`src/rtl/seq_pkg.sv`:
```
// ----------------------------------------------------------------------------
// seq_pkg
// Shared definitions for the program sequencer: the 3-bit opcode values
// understood by the datapath decoder, the sequencer FSM state encoding and a
// helper that says whether an opcode is a real datapath operation.
// No ports (package).
// ----------------------------------------------------------------------------
package seq_pkg;

    localparam logic [2:0] OP_CLRLD = 3'b000;
    localparam logic [2:0] OP_ADDLD = 3'b001;
    localparam logic [2:0] OP_ADD   = 3'b010;
    localparam logic [2:0] OP_DIV2  = 3'b011;
    localparam logic [2:0] OP_DISP  = 3'b100;
    localparam logic [2:0] OP_NOP   = 3'b101;
    localparam logic [2:0] OP_NOP2  = 3'b110;
    localparam logic [2:0] OP_HALT  = 3'b111;

    typedef enum logic [1:0] {
        ST_IDLE      = 2'd0,
        ST_EXEC      = 2'd1,
        ST_WAIT_DISP = 2'd2,
        ST_DONE      = 2'd3
    } state_t;

    // Opcodes 000..100 drive the datapath; NOP encodings and HALT do not.
    function automatic logic is_valid_op(input logic [2:0] op);
        return (op <= OP_DISP);
    endfunction

endpackage

```
`src/rtl/seq_prog_mem.sv`:
```
// ----------------------------------------------------------------------------
// seq_prog_mem
// DEPTH x 3-bit program register file. Synchronous write, asynchronous read.
// Contents are deliberately not reset so a loaded program survives rst.
// Ports:
//   clk    in   rising-edge clock
//   we     in   write enable (already qualified by the sequencer state)
//   waddr  in   AW-bit write address
//   wdata  in   3-bit opcode to store
//   raddr  in   AW-bit read address
//   rdata  out  3-bit opcode at raddr (combinational)
// ----------------------------------------------------------------------------
module seq_prog_mem #(
    parameter int DEPTH = 16,
    parameter int AW    = 4
) (
    input  logic          clk,
    input  logic          we,
    input  logic [AW-1:0] waddr,
    input  logic [2:0]    wdata,
    input  logic [AW-1:0] raddr,
    output logic [2:0]    rdata
);

    logic [2:0] mem [DEPTH];

    // Write port: one opcode per cycle when enabled, no reset on purpose.
    always_ff @(posedge clk) begin
        if (we) begin
            mem[waddr] <= wdata;
        end
    end

    // Read port is combinational so the sequencer can issue mem[pc] in the
    // same cycle pc points at it.
    assign rdata = mem[raddr];

endmodule

```
`src/rtl/seq_programa.sv`:
```
// ----------------------------------------------------------------------------
// seq_programa
// Program sequencer in front of the datapath instruction decoder. Holds a
// loadable program of 3-bit opcodes; on start it issues one opcode per cycle
// on instr_out, stalling after each DISP until the display acknowledges.
// Optional feature macro: SEQ_LOOP_EN (adds loop_cnt, repeats the program
// loop_cnt extra times without a bubble between passes).
// Ports:
//   clk         in   rising-edge clock
//   rst         in   synchronous active-high reset
//   prog_we     in   write prog_data to mem[prog_addr], honoured only in IDLE
//   prog_addr   in   AW-bit program write address
//   prog_data   in   3-bit opcode to store
//   prog_len    in   AW+1-bit entry count (0..DEPTH), sampled on start
//   start       in   begin execution, honoured only in IDLE
//   disp_ack    in   display consumed the current DISP (used in WAIT_DISP)
//   loop_cnt    in   4-bit extra pass count (SEQ_LOOP_EN only)
//   instr_out   out  opcode to decoder (NOP outside EXEC)
//   instr_valid out  instr_out is a real operation this cycle
//   busy        out  high in EXEC and WAIT_DISP
//   done        out  one-cycle pulse at program end
//   pc          out  current program index
// ----------------------------------------------------------------------------
module seq_programa
    import seq_pkg::*;
#(
    parameter int DEPTH = 16,
    parameter int AW    = 4
) (
    input  logic          clk,
    input  logic          rst,
    input  logic          prog_we,
    input  logic [AW-1:0] prog_addr,
    input  logic [2:0]    prog_data,
    input  logic [AW:0]   prog_len,
    input  logic          start,
    input  logic          disp_ack,
`ifdef SEQ_LOOP_EN
    input  logic [3:0]    loop_cnt,
`endif
    output logic [2:0]    instr_out,
    output logic          instr_valid,
    output logic          busy,
    output logic          done,
    output logic [AW-1:0] pc
);

    state_t      state;
    logic [AW:0] len;
    logic [AW:0] len_m1;
    logic [2:0]  mem_rd;
    logic        mem_we;
    logic        last_entry;
    logic        pass_end;
    logic        more_passes;

`ifdef SEQ_LOOP_EN
    logic [3:0]  passes;
    assign more_passes = (passes != 4'd0);
`else
    assign more_passes = 1'b0;
`endif

    // Loading is only allowed while idle so a running program never changes
    // underneath the sequencer.
    assign mem_we = prog_we && (state == ST_IDLE);

    seq_prog_mem #(
        .DEPTH (DEPTH),
        .AW    (AW)
    ) u_mem (
        .clk   (clk),
        .we    (mem_we),
        .waddr (prog_addr),
        .wdata (prog_data),
        .raddr (pc),
        .rdata (mem_rd)
    );

    // pc is compared in AW+1 bits so len==DEPTH ends at pc=DEPTH-1 without
    // pc ever having to wrap.
    assign len_m1     = len - (AW+1)'(1);
    assign last_entry = ({1'b0, pc} == len_m1);

    // A pass ends on HALT, on the last entry when it is not a DISP, or when
    // the display acknowledges a DISP sitting in the last entry.
    always_comb begin
        pass_end = 1'b0;
        if (state == ST_EXEC) begin
            pass_end = (mem_rd == OP_HALT) || ((mem_rd != OP_DISP) && last_entry);
        end else if (state == ST_WAIT_DISP) begin
            pass_end = disp_ack && last_entry;
        end
    end

    // Sequencer FSM with pc, length/pass bookkeeping and registered busy/done.
    always_ff @(posedge clk) begin
        if (rst) begin
            state  <= ST_IDLE;
            pc     <= '0;
            len    <= '0;
            busy   <= 1'b0;
            done   <= 1'b0;
`ifdef SEQ_LOOP_EN
            passes <= 4'd0;
`endif
        end else begin
            done <= 1'b0;
            if (pass_end) begin
                if (more_passes) begin
                    // Restart straight into EXEC so passes run back to back.
                    pc     <= '0;
                    state  <= ST_EXEC;
`ifdef SEQ_LOOP_EN
                    passes <= passes - 4'd1;
`endif
                end else begin
                    state <= ST_DONE;
                    busy  <= 1'b0;
                    done  <= 1'b1;
                end
            end else begin
                case (state)
                    ST_IDLE: begin
                        if (start) begin
                            len    <= prog_len;
                            pc     <= '0;
`ifdef SEQ_LOOP_EN
                            passes <= loop_cnt;
`endif
                            if (prog_len == '0) begin
                                state <= ST_DONE;
                                done  <= 1'b1;
                            end else begin
                                state <= ST_EXEC;
                                busy  <= 1'b1;
                            end
                        end
                    end
                    ST_EXEC: begin
                        // DISP parks pc on itself until the display answers.
                        if (mem_rd == OP_DISP) begin
                            state <= ST_WAIT_DISP;
                        end else begin
                            pc <= pc + AW'(1);
                        end
                    end
                    ST_WAIT_DISP: begin
                        if (disp_ack) begin
                            pc    <= pc + AW'(1);
                            state <= ST_EXEC;
                        end
                    end
                    ST_DONE: begin
                        pc    <= '0;
                        busy  <= 1'b0;
                        state <= ST_IDLE;
                    end
                    default: begin
                        state <= ST_IDLE;
                    end
                endcase
            end
        end
    end

    // Only EXEC presents program memory to the decoder; every other state
    // shows a NOP so the decoder never acts on stale data.
    always_comb begin
        instr_out   = OP_NOP;
        instr_valid = 1'b0;
        if (state == ST_EXEC) begin
            instr_out   = mem_rd;
            instr_valid = is_valid_op(mem_rd);
        end
    end

endmodule

```
`config.mk`:
```
export PLATFORM = sky130hd
export DESIGN_NAME = seq_programa
export DESIGN_NICKNAME = d
export VERILOG_FILES = /design/src/rtl/seq_pkg.sv /design/src/rtl/seq_prog_mem.sv /design/src/rtl/seq_programa.sv
export SDC_FILE = /design/constraint.sdc
export NUM_CORES = 1
export LEC_CHECK = 0
export CORE_ASPECT_RATIO = 0.7
export CORE_MARGIN = 2
export CORE_UTILIZATION = 55
export CTS_CLUSTER_DIAMETER = 50
export DETAILED_ROUTE_END_ITERATION = 10
export PLACE_DENSITY_LB_ADDON = 0.08
export SLEW_MARGIN = 20
export SYNTH_ARGS = -nofsm -noshare
export SYNTH_HDL_FRONTEND = slang
export SYNTH_SLANG_ARGS = --single-unit
```
`constraint.sdc`:
```
create_clock -name clk -period 2.8 [get_ports clk]
set_input_delay 0.84 -clock clk [delete_from_list [all_inputs] [get_ports clk]]
set_output_delay 0.84 -clock clk [all_outputs]
set_load 0.1 [all_outputs]
```
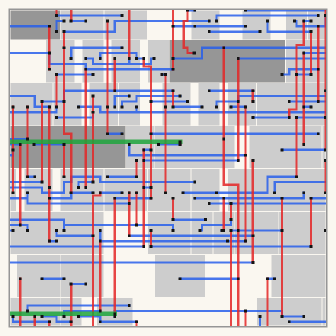
**Above:** zoomed window.
Window x 58 to 78, y 39 to 59 um. Cells in grey, sequential cells in the stronger grey; small squares are vias.
[blue] met1
[green] met3
[red] met2
most frequent: buf_4 (6), a21oi_1 (5), inv_1 (4)
cells with their middle in the window: 41
sequential cells in the window: 2
netlist names of flops here include: `busy` (1), `state` (1)

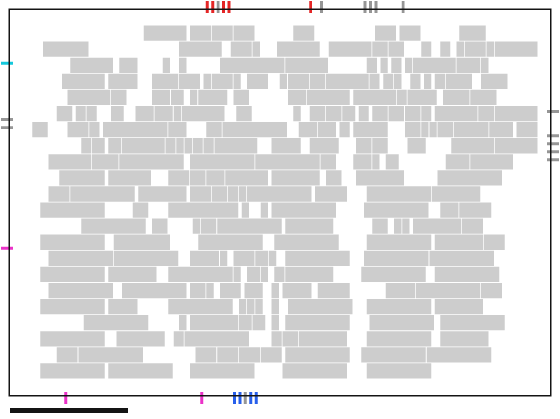
**Above:** I/O pins on the die edge.
The bar under the picture is 20 um long. Pins as bars across the die edge, other pins in grey.
[red] `prog_len` | pins: 5 | direction: input | edge: north
[magenta] `prog_data` | pins: 3 | direction: input | edge: 2 south, 1 west
[cyan] `clk` | pins: 1 | direction: input | edge: west
[blue] `prog_addr` | pins: 4 | direction: input | edge: south

==> run summary <==
Flow results.

- The mapped cell area is 2934 um^2.
- The synthesized netlist was found by Yosys to have 204 cells.
- The flow ran to the end, but the final reports show violations.
- In the final layout, the share of cells above drive strength 1 is 27.91%.
- Total global-route track usage over all layers is 22.57%.
- Hold-check failures listed in the final report amount to 0.
- The clock network fraction of design power is 29.9%.
- The pre-antenna-repair detailed-routing pass consisted of 4 iterations.
- The overall die size recorded for this design is 5945 um^2.
- The final reports fail on setup timing.
- After layout, the setup clock skew is reported as 0.004902 ns.
- The setup slack of the most critical reg-to-reg path is 0.10 ns.
- The fill cell instance count of the final layout is 325.
- The total length of routed wires is 6043 um.
- The max-slew check reports its worst relative slack as 61.46%.
- The number of clock sinks seen by CTS is 65.
- The number of cells on the worst reg-to-reg path is 9.
- From left edge to right edge, the die measures 91.30 um.
- The capturing point of the worst reg2reg path is len[1].
- The average via count per standard cell is 5.606.
- The worst setup path is launched from a flip-flop.
- The number of global-route vias before repair is 1960.
- For this run, the number of standard cells in the final layout without fillers is 330.
- The biggest fanout along the worst timing path is 4.
- After synthesis, the share of flip-flops with an asynchronous set or reset is 0%.
- After routing, the total negative slack on setup checks comes to -0.7587 ns.
- The area share of the largest cell type after synthesis is 49.13%.
- The worst path setup slack after routing is -0.2421 ns.
- The cell-mix breakdown from Yosys lists the compound-gate area share as 6.823%.
- The number of DRC markers after the initial detailed-route iteration is 154.
- The endpoint of the worst hold path is reported as len[3].
- The core area is 5202 um^2.
- The smallest clock period supported by the final layout is computed as 3.042 ns.
- The net count of the mapped netlist is 228.
- Per Yosys stat, the portion of area used by sequential elements is 60.72%.
- In the global route stage, met3 resource usage came out at 7.798%.
- The critical hold path startpoint is len[3].
- The remaining design rule violation count is 0.
- The class of the most critical hold timing path is reg -> reg.
- Summing over the stages, the warning tally comes to 33.
- The number of antenna violations at the first check in global routing is 0.
- The number of register bits inferred by synthesis is 65.
- The analysis attributes to net switching a power of 1054 uW.
- In this design, the critical path's most frequently occurring cell is sky130_fd_sc_hd__mux2i_4.
- The total setup violations reported at the end of the flow is 4.
registers in the layout, indices dropped and copies added (netlist names), named ones only:
| signal | flops |
|---|---|
| len | 5 |
| state | 2 |
| done | 1 |
| u_mem.mem | 48 |
| busy | 1 |
| pc | 4 |
synthesized netlist by cell type (all sizes together) (2+ instances only):
cell type	number
ha	7
mux2i	12
inv	9
or4	3
xnor2	5
nor3	5
nand2b	5
a211oi	2
nand4b	2
o21ai	6
mux2	4
dfxtp	17
a21oi	10
mux4	12
clkbuf	2
nor2	22
buf	2
a21bo	2
and2	2
nand2	9
edfxtp	48
nand3	4
nor3b	2
stage by stage:
step           setup WS (ns)  util [%]  cell area [um^2]
6_report             -0.2421     72.41              3767
4_1_cts              -0.2544     72.27              3760
2_1_floorplan        -0.1445         -              2974
3_3_place_gp       -0.002327     65.37              3401
3_5_place_dp        -0.07967     65.37              3401
5_1_grt              -0.2974     72.41              3767
area by class of cell:
class / instances / area [um^2] / area share (%)
Clock inverter: 7 / 117.6 / 3.122
Multi-Input combinational cell: 126 / 1159 / 30.75
Clock buffer: 9 / 123.9 / 3.288
Inverter: 9 / 33.78 / 0.8967
Sequential cell: 65 / 1784 / 47.36
Timing Repair Buffer: 42 / 459.2 / 12.19
Tap cell: 72 / 90.09 / 2.391
worst max-delay path by stage:
stage,cells past startpoint,endpoint,slack [ns],startpoint
floorplan,6,instr_valid,-0.14,flip-flop
global placement,7,len[3],-0.002,disp_ack
detailed placement,7,len[1],-0.08,disp_ack
CTS,7,instr_valid,-0.25,flip-flop
global route,7,instr_valid,-0.30,flip-flop
finish,6,instr_valid,-0.24,flip-flop
worst register-to-register path, cell delays in order (launching register included):
cell	delay [ns]
sky130_fd_sc_hd__dfxtp_2	0.36
sky130_fd_sc_hd__bufbuf_16	0.26
sky130_fd_sc_hd__mux4_2	0.52
sky130_fd_sc_hd__mux2i_4	0.23
sky130_fd_sc_hd__mux2i_4	0.12
sky130_fd_sc_hd__buf_4	0.17
sky130_fd_sc_hd__or2_2	0.32
sky130_fd_sc_hd__o22ai_4	0.26
sky130_fd_sc_hd__mux2i_1	0.27
sky130_fd_sc_hd__nor2_1	0.07
power groups by stage:
stage	clock, uW	combinational (uW)	sequential (uW)
after floorplan	0	647	1230
after global placement	0	996	1160
after detailed placement	0	1020	1160
after CTS	969	1090	1150
after global routing	1020	1170	1150
final	957	1100	1150
kinds of logic (layout without fill, tap and decap cells):
logic type | count (synthesis) | after routing
DFF | 65 | 65
and+or+nand+nor | 59 | 59
adders and majority gates | 7 | 7
AOI/OAI and AO/OA | 26 | 26
xor gates and xnor gates | 6 | 6
buffers and inverters | 13 | 67
muxes | 28 | 28
per-layer routing:
layer	vias to the layer above	routed length, um	share of wire (%)
li1	873	-	-
met1	901	2769	46
met2	70	2726	45
met3	6	512	8.5
met4	0	34	0.56
met5	-	0	0
timing repair:
item	CTS	global route
gates cloned	1	0
setup buffers	7	1
pin swaps	1	0
gates resized	10	1
hold buffers	0	0
endpoints found under the setup margin	4	5
Power and IR drop assume default switching activity.
